### config.mk
export PLATFORM = sky130hd
export DESIGN_NAME = pipe_hazard_ctrl_flat
export DESIGN_NICKNAME = d
export VERILOG_FILES = /design/src/rtl/pipe_hazard_ctrl_if.sv /design/src/rtl/pipe_hazard_ctrl.sv /design/src/flat_wrapper.sv
export SDC_FILE = /design/constraint.sdc
export NUM_CORES = 1
export LEC_CHECK = 0
export CAP_MARGIN = 20
export CORE_ASPECT_RATIO = 0.8
export CORE_UTILIZATION = 43
export DETAILED_ROUTE_END_ITERATION = 12
export GPL_ROUTABILITY_DRIVEN = 0
export PLACE_DENSITY = 0.79
export SLEW_MARGIN = 20
export SYNTH_ARGS = -nofsm -noshare
export SYNTH_HDL_FRONTEND = slang
export SYNTH_SLANG_ARGS = --single-unit
### constraint.sdc
create_clock -name clk -period 2.7 [get_ports clk]
set_input_delay 0.405 -clock clk [delete_from_list [all_inputs] [get_ports clk]]
set_output_delay 0.405 -clock clk [all_outputs]
set_load 0.03 [all_outputs]
### src/rtl/pipe_hazard_ctrl_if.sv
// ---------------------------------------------------------------------------
// pipe_hazard_ctrl_if
//
// Purpose:
//   Bundles the decode/execute/memory-stage observations that feed the
//   hazard sequencer, together with the stall/flush controls and status it
//   returns to the pipeline registers.
//
// Modports:
//   master : pipeline side. Drives the stage observations and samples the
//            stall/flush controls and status.
//   slave  : hazard sequencer side (pipe_hazard_ctrl).
//
// Signal summary:
//   rs_d, rt_d, uses_rs_d, uses_rt_d      decode-stage source operands
//   reg_write_e, mem_to_reg_e, write_reg_e execute-stage destination info
//   branch_taken_e                         branch/jump in EX resolved taken
//   md_start_e, md_op_e                    mul/div in EX (0 = mul, 1 = div)
//   mem_req_m, mem_ack                     data-memory access and completion
//   stall_f/d/e/m                          hold PC, F_D, D_E, E_M
//   flush_d/e/m/w                          bubble into F_D, D_E, E_M, M_W
//   md_busy, md_done, ctrl_state           sequencer status
//   stall_cycles                           saturating count of fetch stalls
// ---------------------------------------------------------------------------
interface pipe_hazard_ctrl_if;
  // Stage observations
  logic [4:0]  rs_d;
  logic [4:0]  rt_d;
  logic        uses_rs_d;
  logic        uses_rt_d;
  logic        reg_write_e;
  logic        mem_to_reg_e;
  logic [4:0]  write_reg_e;
  logic        branch_taken_e;
  logic        md_start_e;
  logic        md_op_e;
  logic        mem_req_m;
  logic        mem_ack;

  // Pipeline-register controls
  logic        stall_f;
  logic        stall_d;
  logic        stall_e;
  logic        stall_m;
  logic        flush_d;
  logic        flush_e;
  logic        flush_m;
  logic        flush_w;

  // Status
  logic        md_busy;
  logic        md_done;
  logic [1:0]  ctrl_state;
  logic [31:0] stall_cycles;

  modport master (
    output rs_d, rt_d, uses_rs_d, uses_rt_d,
    output reg_write_e, mem_to_reg_e, write_reg_e,
    output branch_taken_e, md_start_e, md_op_e,
    output mem_req_m, mem_ack,
    input  stall_f, stall_d, stall_e, stall_m,
    input  flush_d, flush_e, flush_m, flush_w,
    input  md_busy, md_done, ctrl_state, stall_cycles
  );

  modport slave (
    input  rs_d, rt_d, uses_rs_d, uses_rt_d,
    input  reg_write_e, mem_to_reg_e, write_reg_e,
    input  branch_taken_e, md_start_e, md_op_e,
    input  mem_req_m, mem_ack,
    output stall_f, stall_d, stall_e, stall_m,
    output flush_d, flush_e, flush_m, flush_w,
    output md_busy, md_done, ctrl_state, stall_cycles
  );
endinterface

### src/rtl/pipe_hazard_ctrl.sv
// ---------------------------------------------------------------------------
// pipe_hazard_ctrl
//
// Purpose:
//   Central stall/flush sequencer for a five-stage MIPS pipeline with a
//   branch delay slot. It resolves, in priority order:
//     1. data-memory wait states (M held, bubble into M_W),
//     2. multi-cycle mul/div occupancy of EX (bubble into E_M),
//     3. load-use interlock (one bubble into D_E),
//     4. taken-branch squash of the wrong-path fetch (bubble into F_D).
//   It also counts fetch-stall cycles in a saturating 32-bit counter.
//
// Parameters:
//   MUL_CYCLES : total cycles a mul occupies EX (2..63)
//   DIV_CYCLES : total cycles a div occupies EX (2..63)
//
// Ports:
//   clk    : pipeline clock
//   resetn : asynchronous active-low reset; also forces every stall/flush
//            output and md_busy/md_done low while asserted
//   hz     : pipe_hazard_ctrl_if.slave, stage observations in, controls and
//            status out
//
// State:
//   state_q        : RUN / MD_WAIT / MEM_WAIT
//   md_cnt_q       : remaining MD_WAIT cycles before the final mul/div cycle
//   stall_cycles_q : saturating count of cycles with stall_f high
// All other outputs are combinational from state and inputs.
// ---------------------------------------------------------------------------
module pipe_hazard_ctrl #(
  parameter int MUL_CYCLES = 4,
  parameter int DIV_CYCLES = 33
) (
  input  logic                clk,
  input  logic                resetn,
  pipe_hazard_ctrl_if.slave   hz
);

  typedef enum logic [1:0] {
    ST_RUN      = 2'b00,
    ST_MD_WAIT  = 2'b01,
    ST_MEM_WAIT = 2'b10
  } state_e;

  // The RUN cycle that accepts a mul/div is its first EX cycle and the
  // md_cnt==0 cycle is its last, so the counter starts at N-2.
  localparam logic [5:0] MUL_LOAD = 6'(MUL_CYCLES - 2);
  localparam logic [5:0] DIV_LOAD = 6'(DIV_CYCLES - 2);

  state_e      state_q, state_d;
  logic [5:0]  md_cnt_q, md_cnt_d;
  logic [31:0] stall_cycles_q, stall_cycles_d;

  // Raw controls before reset gating
  logic stall_f_c, stall_d_c, stall_e_c, stall_m_c;
  logic flush_d_c, flush_e_c, flush_m_c, flush_w_c;
  logic md_done_c;
  logic load_use;

  function automatic logic [31:0] sat_inc32(input logic [31:0] v);
    return (v == 32'hFFFF_FFFF) ? v : v + 32'd1;
  endfunction

  // Load in EX whose destination is read by the instruction in D.
  // $0 never creates a dependency.
  always_comb begin
    load_use = hz.reg_write_e && hz.mem_to_reg_e && (hz.write_reg_e != 5'd0) &&
               ((hz.uses_rs_d && (hz.rs_d == hz.write_reg_e)) ||
                (hz.uses_rt_d && (hz.rt_d == hz.write_reg_e)));
  end

  // Next-state and control decode
  always_comb begin
    state_d   = state_q;
    md_cnt_d  = md_cnt_q;
    stall_f_c = 1'b0;
    stall_d_c = 1'b0;
    stall_e_c = 1'b0;
    stall_m_c = 1'b0;
    flush_d_c = 1'b0;
    flush_e_c = 1'b0;
    flush_m_c = 1'b0;
    flush_w_c = 1'b0;
    md_done_c = 1'b0;

    case (state_q)
      ST_RUN: begin
        if (hz.mem_req_m && !hz.mem_ack) begin
          // Whole pipeline up to M holds; W receives bubbles.
          stall_f_c = 1'b1;
          stall_d_c = 1'b1;
          stall_e_c = 1'b1;
          stall_m_c = 1'b1;
          flush_w_c = 1'b1;
          state_d   = ST_MEM_WAIT;
        end else if (hz.md_start_e) begin
          // EX holds the mul/div; M receives bubbles behind it.
          stall_f_c = 1'b1;
          stall_d_c = 1'b1;
          stall_e_c = 1'b1;
          flush_m_c = 1'b1;
          md_cnt_d  = hz.md_op_e ? DIV_LOAD : MUL_LOAD;
          state_d   = ST_MD_WAIT;
        end else if (load_use) begin
          // Hold D for one cycle and let EX take a bubble.
          stall_f_c = 1'b1;
          stall_d_c = 1'b1;
          flush_e_c = 1'b1;
        end
      end

      ST_MEM_WAIT: begin
        // EX is frozen here, so a mul/div in EX is picked up again in RUN.
        if (!hz.mem_ack) begin
          stall_f_c = 1'b1;
          stall_d_c = 1'b1;
          stall_e_c = 1'b1;
          stall_m_c = 1'b1;
          flush_w_c = 1'b1;
        end else begin
          state_d = ST_RUN;
        end
      end

      ST_MD_WAIT: begin
        // M only holds bubbles here, so memory requests cannot occur.
        if (md_cnt_q != 6'd0) begin
          stall_f_c = 1'b1;
          stall_d_c = 1'b1;
          stall_e_c = 1'b1;
          flush_m_c = 1'b1;
          md_cnt_d  = md_cnt_q - 6'd1;
        end else begin
          md_done_c = 1'b1;
          state_d   = ST_RUN;
        end
      end

      default: begin
        state_d  = ST_RUN;
        md_cnt_d = 6'd0;
      end
    endcase

    // Delay-slot architecture: only the wrong-path fetch is squashed, and
    // only when the branch actually leaves EX this cycle.
    flush_d_c = hz.branch_taken_e && !stall_e_c;
  end

  always_comb begin
    stall_cycles_d = stall_f_c ? sat_inc32(stall_cycles_q) : stall_cycles_q;
  end

  // State registers
  always_ff @(posedge clk or negedge resetn) begin
    if (!resetn) begin
      state_q        <= ST_RUN;
      md_cnt_q       <= 6'd0;
      stall_cycles_q <= 32'd0;
    end else begin
      state_q        <= state_d;
      md_cnt_q       <= md_cnt_d;
      stall_cycles_q <= stall_cycles_d;
    end
  end

  // Outputs, forced quiet while reset is held
  always_comb begin
    hz.stall_f      = resetn && stall_f_c;
    hz.stall_d      = resetn && stall_d_c;
    hz.stall_e      = resetn && stall_e_c;
    hz.stall_m      = resetn && stall_m_c;
    hz.flush_d      = resetn && flush_d_c;
    hz.flush_e      = resetn && flush_e_c;
    hz.flush_m      = resetn && flush_m_c;
    hz.flush_w      = resetn && flush_w_c;
    hz.md_done      = resetn && md_done_c;
    hz.md_busy      = resetn && (state_q == ST_MD_WAIT);
    hz.ctrl_state   = state_q;
    hz.stall_cycles = stall_cycles_q;
  end

endmodule

### src/flat_wrapper.sv
// flat-port wrapper written by rule: the top's interface ports become plain ports
module pipe_hazard_ctrl_flat 
#(
  parameter int MUL_CYCLES = 4,
  parameter int DIV_CYCLES = 33
)
  (clk, resetn, hz_rs_d, hz_rt_d, hz_uses_rs_d, hz_uses_rt_d, hz_reg_write_e, hz_mem_to_reg_e, hz_write_reg_e, hz_branch_taken_e, hz_md_start_e, hz_md_op_e, hz_mem_req_m, hz_mem_ack, hz_stall_f, hz_stall_d, hz_stall_e, hz_stall_m, hz_flush_d, hz_flush_e, hz_flush_m, hz_flush_w, hz_md_busy, hz_md_done, hz_ctrl_state, hz_stall_cycles);
  pipe_hazard_ctrl_if hz_i ();
  input  logic clk;
  input  logic resetn;
  input wire logic [$bits(hz_i.rs_d)-1:0] hz_rs_d;
  input wire logic [$bits(hz_i.rt_d)-1:0] hz_rt_d;
  input wire logic [$bits(hz_i.uses_rs_d)-1:0] hz_uses_rs_d;
  input wire logic [$bits(hz_i.uses_rt_d)-1:0] hz_uses_rt_d;
  input wire logic [$bits(hz_i.reg_write_e)-1:0] hz_reg_write_e;
  input wire logic [$bits(hz_i.mem_to_reg_e)-1:0] hz_mem_to_reg_e;
  input wire logic [$bits(hz_i.write_reg_e)-1:0] hz_write_reg_e;
  input wire logic [$bits(hz_i.branch_taken_e)-1:0] hz_branch_taken_e;
  input wire logic [$bits(hz_i.md_start_e)-1:0] hz_md_start_e;
  input wire logic [$bits(hz_i.md_op_e)-1:0] hz_md_op_e;
  input wire logic [$bits(hz_i.mem_req_m)-1:0] hz_mem_req_m;
  input wire logic [$bits(hz_i.mem_ack)-1:0] hz_mem_ack;
  output wire logic [$bits(hz_i.stall_f)-1:0] hz_stall_f;
  output wire logic [$bits(hz_i.stall_d)-1:0] hz_stall_d;
  output wire logic [$bits(hz_i.stall_e)-1:0] hz_stall_e;
  output wire logic [$bits(hz_i.stall_m)-1:0] hz_stall_m;
  output wire logic [$bits(hz_i.flush_d)-1:0] hz_flush_d;
  output wire logic [$bits(hz_i.flush_e)-1:0] hz_flush_e;
  output wire logic [$bits(hz_i.flush_m)-1:0] hz_flush_m;
  output wire logic [$bits(hz_i.flush_w)-1:0] hz_flush_w;
  output wire logic [$bits(hz_i.md_busy)-1:0] hz_md_busy;
  output wire logic [$bits(hz_i.md_done)-1:0] hz_md_done;
  output wire logic [$bits(hz_i.ctrl_state)-1:0] hz_ctrl_state;
  output wire logic [$bits(hz_i.stall_cycles)-1:0] hz_stall_cycles;
  assign hz_i.rs_d = hz_rs_d;
  assign hz_i.rt_d = hz_rt_d;
  assign hz_i.uses_rs_d = hz_uses_rs_d;
  assign hz_i.uses_rt_d = hz_uses_rt_d;
  assign hz_i.reg_write_e = hz_reg_write_e;
  assign hz_i.mem_to_reg_e = hz_mem_to_reg_e;
  assign hz_i.write_reg_e = hz_write_reg_e;
  assign hz_i.branch_taken_e = hz_branch_taken_e;
  assign hz_i.md_start_e = hz_md_start_e;
  assign hz_i.md_op_e = hz_md_op_e;
  assign hz_i.mem_req_m = hz_mem_req_m;
  assign hz_i.mem_ack = hz_mem_ack;
  assign hz_stall_f = hz_i.stall_f;
  assign hz_stall_d = hz_i.stall_d;
  assign hz_stall_e = hz_i.stall_e;
  assign hz_stall_m = hz_i.stall_m;
  assign hz_flush_d = hz_i.flush_d;
  assign hz_flush_e = hz_i.flush_e;
  assign hz_flush_m = hz_i.flush_m;
  assign hz_flush_w = hz_i.flush_w;
  assign hz_md_busy = hz_i.md_busy;
  assign hz_md_done = hz_i.md_done;
  assign hz_ctrl_state = hz_i.ctrl_state;
  assign hz_stall_cycles = hz_i.stall_cycles;
  pipe_hazard_ctrl #(.MUL_CYCLES(MUL_CYCLES), .DIV_CYCLES(DIV_CYCLES)) u_core (.clk(clk), .resetn(resetn), .hz(hz_i));
endmodule
Fig. 1: the clock network
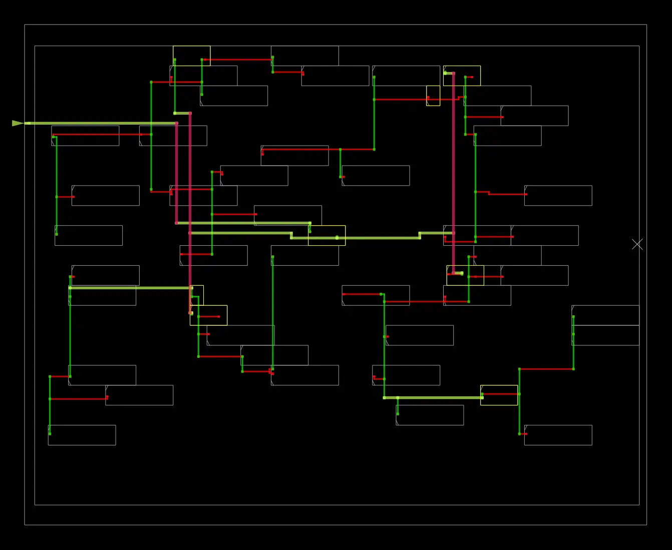
Seq cells: 40
worst clock skew: 0.00362 ns
Clock group: 0.419 mW
CTS sink count: 40
cts bufs inserted: 5

Fig. 2: M2 wires
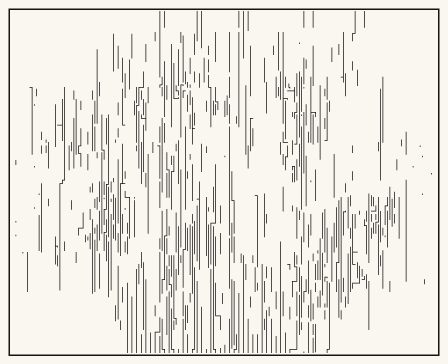
- share of all routed wire: 47%
- main direction: vertical

==> out/results.txt <==
crit path DRT: 2.30 ns
Post-synth ARST share: 100%
CP Data Arrival Time: 2.18 ns
ys flop type: dfrtp_1
Detailed Route Iter0 Violations: 102
Top power group: combinational logic
GR met2 Demand/Resource: 34.7%
failing checks: design-rule violations
Largest stage delay, worst path: 0.71 ns
XOR/XNOR Area Share: 16.0%
Slew headroom: 68.4%
Yosys warnings: 0
status: finished with violations
Setup WS pre-CTS: 0.0764 ns
DR top layer: met4
CP startpoint: u_core.md_cnt_q[3]$_DFFE_PN0P_
GRT Total Usage: 21.1%
Worst setup SP type: flip-flop
Post-synth EDFFs: 0
CTS root buffer: clkbuf_8
Worst-Margin Slew: 0.474 ns
fin crit period: 2.59 ns
DRC Markers: 1
Commonest Layout Cell: clkdlybuf4s50_1
Fmax: 387 MHz
Max-area cell share: 42.5%
Port Buf Inserts: 69
crit share post-route: 95.8%
Die X: 84.7 microns
logic gate share of total power: 45.1%
Critical Path End Type: output port
fp_density: 45.7%
total power draw: 2.30 mW
Sw Ratio: 40.8%
Critical Path Slowest Stage Cell: clkdlybuf4s50_1
Fig. 3: signal wires on met4
Supply wires on this layer in grey.
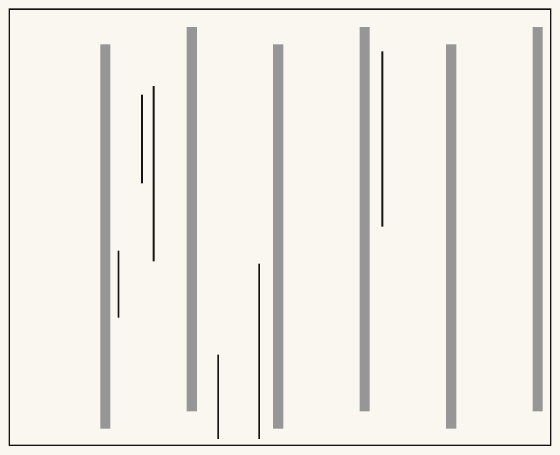
- nets with wire on the layer: 5
- main direction: vertical
- wire length on this layer: 118 microns
- share of all routed wire: 2.1%

Fig. 4: met1 routing
The bar under the picture is 20 microns long. Supply wires on this layer in grey.
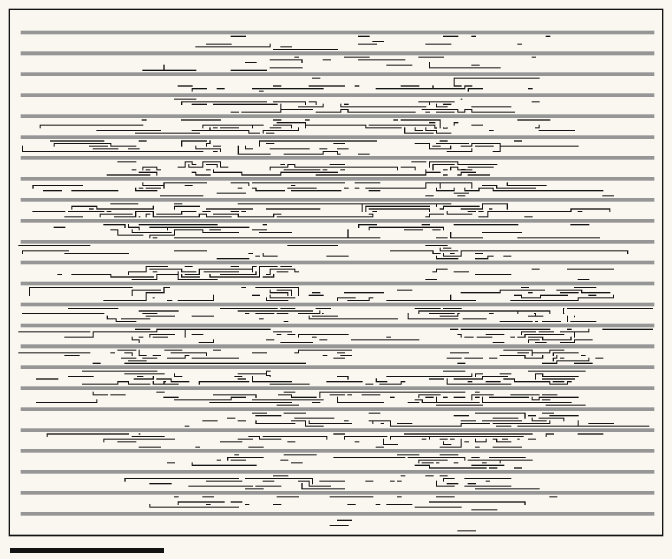
- main direction: horizontal
- wire length on this layer: 2570 microns
GR Layer Usage met1: 27.5%
vias post-DR: 2071
Routed WL: 5550 microns

worst reg2reg max path: cells and delay by family (launching register included):
kind / cells / cell delay (ns)
AND/OR/NAND/NOR: 5 / 1.29
adder cells (fa/ha/maj): 1 / 0.19
flip-flops: 1 / 0.43
multiplexers: 1 / 0.33
sequential cells by signal (all words and copies together) (netlist names):
register	flops
u_core.md_cnt_q	6
u_core.hz.ctrl_state	2
u_core.hz.stall_cycles	32
final cells by class:
cell class / instances / area (sq um)
sequential: 40 / 1000
tap: 62 / 77.6
fill: 411 / 1930
timing repair buffer: 78 / 756
clock inverter: 2 / 10.0
clock buffer: 6 / 82.6
multi-input combinational: 188 / 1270
inverter: 6 / 22.5
No activity file was given, so power comes from the tool's default toggle rates.
